Congestion heat map:
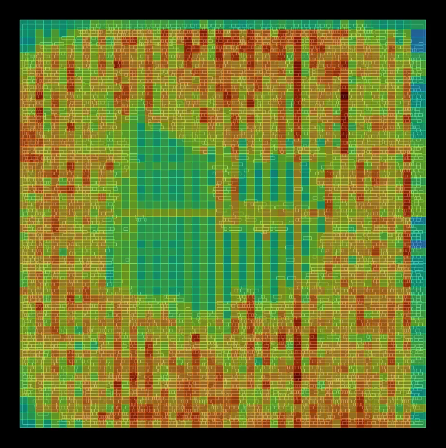
The metal 3 layer:
(1 px per micron) Cells faint in the background.
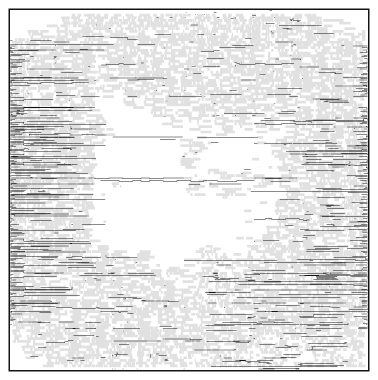
Signal wires by layer:
(1 px per micron)
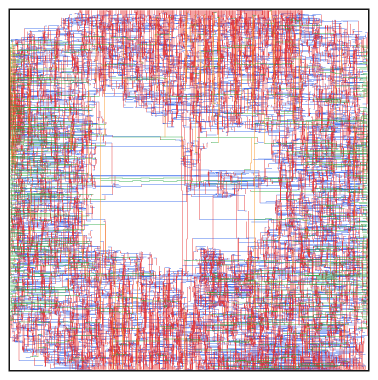
Sequential cells grouped by signal name:
(1 px per micron) Other sequential cells in the stronger gray, the rest of the logic in the fainter gray.
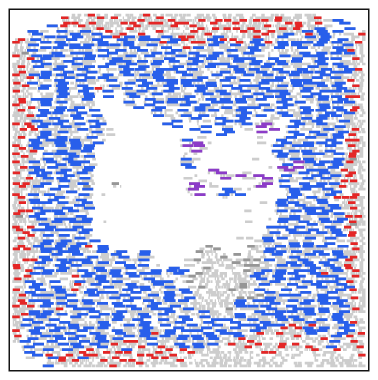
Clock wires, drivers and flops:
(1 px per micron)
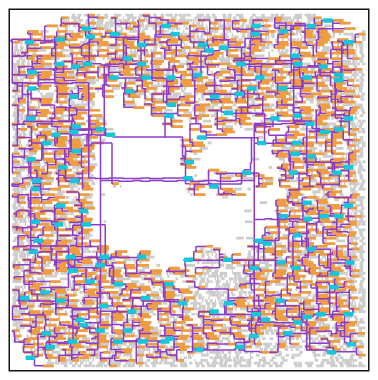
**config.mk**
```make
export PLATFORM = sky130hd
export DESIGN_NAME = lock_control_multi
export DESIGN_NICKNAME = d
export VERILOG_FILES = /design/src/rtl/lock_control_multi.sv
export SDC_FILE = /design/constraint.sdc
export NUM_CORES = 2
export LEC_CHECK = 0
export CAP_MARGIN = 30
export CORE_AREA = 2 2 356 358
export DETAILED_ROUTE_END_ITERATION = 8
export DIE_AREA = 0 0 358 360
export HOLD_SLACK_MARGIN = 0.03
export PLACE_DENSITY = 0.69
export SYNTH_ARGS = -nofsm -noshare
export SYNTH_HDL_FRONTEND = slang
export SYNTH_SLANG_ARGS = --single-unit
```
**constraint.sdc**
```tcl
create_clock -name i_clk -period 9.1 [get_ports i_clk]
set_input_delay 1.82 -clock i_clk [delete_from_list [all_inputs] [get_ports i_clk]]
set_output_delay 1.82 -clock i_clk [all_outputs]
set_load 0.02 [all_outputs]
```
**src/rtl/lock_control_multi.sv**
```systemverilog
// Multi-slot stroke-lock controller.
// Sequences the display, touch-capture and comparator engines, arbitrates the
// shared SRAM bus, keeps NSLOT stored password strokes and a failed-attempt
// counter that triggers a timed lockout.
module lock_control_multi #(
    parameter int unsigned NSLOT   = 4,
    parameter int unsigned SLOTW   = 2,
    parameter int unsigned RGNW    = 3,
    parameter int unsigned AW      = 19,
    parameter int unsigned SDW     = 256,
    parameter int unsigned LW      = 6,
    parameter int unsigned HOLD    = 15,
    parameter int unsigned THRESH  = 8,
    parameter int unsigned MAXFAIL = 3,
    parameter int unsigned LOCKFR  = 60
) (
    input  logic                          i_clk,
    input  logic                          i_rst,
    input  logic                          i_keySet,
    input  logic                          i_keyLock,
    input  logic                          i_keyShow,
    input  logic [SLOTW-1:0]              i_slotSel,
    input  logic                          i_dispDone,
    input  logic [AW-1:0]                 i_dispAddr,
    output logic                          o_dispStart,
    output logic                          o_dispMode,
    output logic [2:0]                    o_dispRGB,
    input  logic [AW-1:0]                 i_touchAddr,
    input  logic [7:0]                    i_touchData,
    input  logic                          i_touchWE,
    input  logic                          i_strokeIRQ,
    input  logic [LW-1:0]                 i_strokeLeng,
    input  logic [SDW-1:0]                i_strokeData,
    input  logic [AW-1:0]                 i_compAddr,
    input  logic [7:0]                    i_compData,
    input  logic                          i_compWE,
    input  logic                          i_compDone,
    input  logic [7:0]                    i_compResult,
    output logic                          o_compStart,
    output logic [SDW-1:0]                o_refStroke,
    output logic [LW-1:0]                 o_refLeng,
    output logic [SDW-1:0]                o_curStroke,
    output logic [LW-1:0]                 o_curLeng,
    output logic [RGNW+AW-1:0]            o_sramA,
    output logic [7:0]                    o_sramDout,
    output logic                          o_sramWE,
    output logic                          o_sramCE,
    output logic [3:0]                    o_state,
    output logic [$clog2(MAXFAIL+1)-1:0]  o_failCnt,
    output logic                          o_locked
);

    localparam int unsigned CNTMAX = (HOLD > LOCKFR) ? HOLD : LOCKFR;
    localparam int unsigned CW     = $clog2(CNTMAX + 1);
    localparam int unsigned FW     = $clog2(MAXFAIL + 1);

    typedef enum logic [3:0] {
        WHITE   = 4'd0,
        BLK_SET = 4'd1,
        BLK_CHK = 4'd2,
        SET     = 4'd3,
        CAPT    = 4'd4,
        SHOW    = 4'd5,
        PREV    = 4'd6,
        CHECK   = 4'd7,
        YES     = 4'd8,
        NO      = 4'd9,
        LOCKOUT = 4'd10
    } state_t;

    state_t            state, nextState;
    logic [CW-1:0]     cnt, nextCnt;
    logic [FW-1:0]     failCnt, nextFail;
    logic [SLOTW-1:0]  sel, nextSel;
    logic              dispStartN, compStartN;
    logic              storeSlot, storeCur;

    logic [NSLOT-1:0]  slotValid;
    logic [SDW-1:0]    slotStroke [NSLOT];
    logic [LW-1:0]     slotLeng   [NSLOT];
    logic [SDW-1:0]    curStroke;
    logic [LW-1:0]     curLeng;

    logic              dispStartQ, compStartQ;
    logic              dispDoneQ, compDoneQ, armed;
    logic              dispEdge, compEdge;
    logic              slotOk, failFull;

    // armed stays low for the first cycle after reset so a done level that is
    // already high at release is absorbed into the history instead of firing.
    assign dispEdge = armed & i_dispDone & ~dispDoneQ;
    assign compEdge = armed & i_compDone & ~compDoneQ;
    assign slotOk   = ({1'b0, i_slotSel} < (SLOTW+1)'(NSLOT));
    assign failFull = (failCnt == FW'(MAXFAIL));

    // State, counters, pulse registers and done-edge history
    always_ff @(posedge i_clk) begin
        if (i_rst) begin
            state      <= WHITE;
            cnt        <= '0;
            failCnt    <= '0;
            sel        <= '0;
            dispStartQ <= 1'b0;
            compStartQ <= 1'b0;
            dispDoneQ  <= 1'b0;
            compDoneQ  <= 1'b0;
            armed      <= 1'b0;
        end else begin
            state      <= nextState;
            cnt        <= nextCnt;
            failCnt    <= nextFail;
            sel        <= nextSel;
            dispStartQ <= dispStartN;
            compStartQ <= compStartN;
            dispDoneQ  <= i_dispDone;
            compDoneQ  <= i_compDone;
            armed      <= 1'b1;
        end
    end

    // Stroke storage for the password slots and the latest attempt
    always_ff @(posedge i_clk) begin
        if (i_rst) begin
            slotValid <= '0;
            curStroke <= '0;
            curLeng   <= '0;
            for (int unsigned i = 0; i < NSLOT; i++) begin
                slotStroke[i] <= '0;
                slotLeng[i]   <= '0;
            end
        end else begin
            if (storeSlot) begin
                slotStroke[sel] <= i_strokeData;
                slotLeng[sel]   <= i_strokeLeng;
                slotValid[sel]  <= 1'b1;
            end
            if (storeCur) begin
                curStroke <= i_strokeData;
                curLeng   <= i_strokeLeng;
            end
        end
    end

    // Next-state, counter, fail-count and start-pulse decisions
    always_comb begin
        nextState  = state;
        nextCnt    = cnt;
        nextFail   = failCnt;
        nextSel    = sel;
        dispStartN = 1'b0;
        compStartN = 1'b0;
        storeSlot  = 1'b0;
        storeCur   = 1'b0;
        unique case (state)
            WHITE: begin
                if (dispEdge) dispStartN = 1'b1;
                if (i_keySet) begin
                    if (slotOk) begin
                        nextSel    = i_slotSel;
                        dispStartN = 1'b1;
                        nextState  = BLK_SET;
                    end
                end else if (i_keyLock) begin
                    if (slotOk && !failFull) begin
                        nextSel    = i_slotSel;
                        dispStartN = 1'b1;
                        nextState  = BLK_CHK;
                    end
                end else if (i_keyShow) begin
                    if (slotOk && slotValid[i_slotSel]) begin
                        nextSel    = i_slotSel;
                        dispStartN = 1'b1;
                        nextCnt    = CW'(HOLD - 1);
                        nextState  = SHOW;
                    end
                end
            end
            BLK_SET: if (dispEdge) nextState = SET;
            BLK_CHK: if (dispEdge) nextState = CAPT;
            SET: begin
                if (i_strokeIRQ) begin
                    storeSlot  = 1'b1;
                    nextCnt    = CW'(HOLD - 1);
                    dispStartN = 1'b1;
                    nextState  = SHOW;
                end
            end
            CAPT: begin
                if (i_strokeIRQ) begin
                    storeCur   = 1'b1;
                    nextCnt    = CW'(HOLD - 1);
                    dispStartN = 1'b1;
                    nextState  = PREV;
                end
            end
            SHOW, YES: begin
                if (dispEdge) begin
                    dispStartN = 1'b1;
                    if (cnt != '0) nextCnt = cnt - CW'(1);
                    else           nextState = WHITE;
                end
            end
            PREV: begin
                if (dispEdge) begin
                    if (cnt != '0) begin
                        nextCnt    = cnt - CW'(1);
                        dispStartN = 1'b1;
                    end else begin
                        nextState  = CHECK;
                        compStartN = slotValid[sel];
                    end
                end
            end
            CHECK: begin
                // An empty slot cannot match, so it fails without the comparator.
                if (!slotValid[sel] || compEdge) begin
                    nextCnt    = CW'(HOLD - 1);
                    dispStartN = 1'b1;
                    if (slotValid[sel] && (i_compResult <= 8'(THRESH))) begin
                        nextFail  = '0;
                        nextState = YES;
                    end else begin
                        nextFail  = failFull ? failCnt : failCnt + FW'(1);
                        nextState = NO;
                    end
                end
            end
            NO: begin
                if (dispEdge) begin
                    dispStartN = 1'b1;
                    if (cnt != '0) begin
                        nextCnt = cnt - CW'(1);
                    end else if (failFull) begin
                        nextCnt   = CW'(LOCKFR - 1);
                        nextState = LOCKOUT;
                    end else begin
                        nextState = BLK_CHK;
                    end
                end
            end
            LOCKOUT: begin
                if (dispEdge) begin
                    dispStartN = 1'b1;
                    if (cnt != '0) begin
                        nextCnt = cnt - CW'(1);
                    end else begin
                        nextFail  = '0;
                        nextState = WHITE;
                    end
                end
            end
            default: nextState = WHITE;
        endcase
    end

    // Display mode/colour decoded from state
    always_comb begin
        o_dispMode = 1'b1;
        o_dispRGB  = 3'b000;
        unique case (state)
            WHITE, SET, CAPT: o_dispRGB  = 3'b111;
            SHOW, PREV:       o_dispMode = 1'b0;
            YES:              o_dispRGB  = 3'b010;
            NO, LOCKOUT:      o_dispRGB  = 3'b100;
            default:          o_dispRGB  = 3'b000;
        endcase
    end

    // SRAM bus arbitration: owner selected by state
    always_comb begin
        o_sramA    = '0;
        o_sramDout = '0;
        o_sramWE   = 1'b0;
        o_sramCE   = 1'b0;
        unique case (state)
            SET: begin
                o_sramCE   = 1'b1;
                o_sramWE   = i_touchWE;
                o_sramA    = {RGNW'(sel), i_touchAddr};
                o_sramDout = i_touchData;
            end
            CAPT: begin
                o_sramCE   = 1'b1;
                o_sramWE   = i_touchWE;
                o_sramA    = {RGNW'(NSLOT), i_touchAddr};
                o_sramDout = i_touchData;
            end
            SHOW: begin
                o_sramCE = 1'b1;
                o_sramA  = {RGNW'(sel), i_dispAddr};
            end
            PREV: begin
                o_sramCE = 1'b1;
                o_sramA  = {RGNW'(NSLOT), i_dispAddr};
            end
            CHECK: begin
                o_sramCE   = 1'b1;
                o_sramWE   = i_compWE;
                o_sramA    = {RGNW'(NSLOT + 1), i_compAddr};
                o_sramDout = i_compData;
            end
            default: begin
                o_sramCE = 1'b0;
            end
        endcase
    end

    assign o_dispStart = dispStartQ;
    assign o_compStart = compStartQ;
    assign o_refStroke = slotStroke[sel];
    assign o_refLeng   = slotLeng[sel];
    assign o_curStroke = curStroke;
    assign o_curLeng   = curLeng;
    assign o_state     = state;
    assign o_failCnt   = failCnt;
    assign o_locked    = (state == LOCKOUT);

endmodule

```
==> out/results.tsv <==
metric	value	unit
outcome	finished, final reports clean	
root buf cell	clkbuf_16	
yosys warning tally	0	
startpoint types	flip-flop	
critical path type	reg -> out	
Largest logic family	simple AND/OR/NAND/NOR gates	
fin worst setup slack	3435	ps
Unique cell types	71	
Synth area leader	edfxtp_1	
CP Buf/Inv Count	2	
CP delay by family, top	simple AND/OR/NAND/NOR gates	
layout cells sized above 1	10.99	%
Synth Area in Compound Gates	3.759	%
Largest register FFs	1024	
WP data arrival	3850	ps
clk ins delay skew pair	770	ps
Placed Cells	6279	
Slew Viols, Final	0	
crit share post-route	62.26	%
Final Hold Viols	0	
Post-Syn Area	55980	sq um
GR Layer Usage met2	37.62	%
Final Power	0.01715	W
Commonest Layout Cell	edfxtp_1	
synthesized area per cell	13.97	sq um
Via Count	36090	
CP cell instances	nand2b_1 -> nor2_4 -> a222oi_1 -> inv_1 -> clkdlybuf4s50_1	
Registers, synthesis	1335	
Slowest cell on crit path	dfxtp_1	
HPWL Detailed	93770	microns
ys cells	4008	
count leader, synth	edfxtp_1	
Tmin final	5665	ps
Back to the opening pictures, 'congestion heat map':
wire per inst: 23.83 microns
Util after Layout: 56.99%

Back to the opening pictures, 'the metal 3 layer':
The layer carries 13700 microns of wire. The layer holds 8.8% of the routed length. 624 nets have wire on it. The longest straight run is 126 microns. The wires run mostly horizontal.

Back to the opening pictures, 'signal wires by layer':
Key: M4 = orange [wire length 4260 microns]; M5 = purple [wire length 11.0 microns]; M1 = blue [wire length 63.1 mm]; M3 = green [wire length 13700 microns]; M2 = red [wire length 75.2 mm]

Back to the opening pictures, 'sequential cells grouped by signal name':
Key: `slotLeng` = purple [sequential cells 24]; `o_curStroke` = red [sequential cells 256, where widely spread]; `slotStroke` = blue [sequential cells 1024, where widely spread]

Back to the opening pictures, 'clock wires, drivers and flops':
Key: clock wires = purple [length 16300 microns]; flip-flops = orange [count 1335]; clock-net drivers = cyan [count 143]
Position of the flops: widely spread. There are 144 routed clock nets.

-- per-stage QoR --
| stage | utilization (%) | hold slack, ps | instance area, sq um |
|---|---|---|---|
| 2_1_floorplan | - | 432.0 | 55980 |
| 3_3_place_gp | 53.16 | 441.2 | 66410 |
| 3_5_place_dp | 53.20 | 445.7 | 66460 |
| 4_1_cts | 56.94 | 453.7 | 71130 |
| 5_1_grt | 56.98 | 466.8 | 71170 |
| 6_report | 56.99 | 451.9 | 71190 |
-- logic make-up (layout without fill, tap and decap cells) --
family          after synthesis  in the layout
simple gates               1669           1669
flops                      1335           1335
buf+inv                     370           1257
compound gates              360            360
mux                         269            269
fa+ha+maj                     3              3
xor+xnor                      2              2
other cells                   0             12
-- report_power, final --
group | internal (W) | switching [W] | leakage [nW]
clock | 0.00337 | 0.00242 | 2.28
sequential | 0.00689 | 0.000195 | 13.1
combinational | 0.00183 | 0.00245 | 11.2
-- final cells by class --
cell class	count	area, sq um	share of cell area [%]
Multi-Input combinational cell	2303	17280	24.28
Inverter	31	116.4	0.1634
Sequential cell	1335	37220	52.28
Antenna cell	12	30.03	0.04218
Tap cell	1650	2064	2.900
Clock buffer	203	4044	5.680
Clock inverter	61	624.3	0.8770
Timing Repair Buffer	962	9807	13.78
-- final timing paths --
path                                 start                              end  slack [ps]  depth (start not counted)
max                o_state[2]$_SDFFE_PP0P_                       o_sramA[7]        3430                          5
min          o_curStroke[165]$_SDFFE_PP0P_    o_curStroke[165]$_SDFFE_PP0P_         450                          2
max reg2reg        o_state[0]$_SDFFE_PP0P_  slotStroke[0][29]$_SDFFCE_PN0P_        5030                          6
min reg2reg  o_curStroke[165]$_SDFFE_PP0P_    o_curStroke[165]$_SDFFE_PP0P_         450                          2
Power figures rest on the tool's default switching activity, not on a simulated workload.
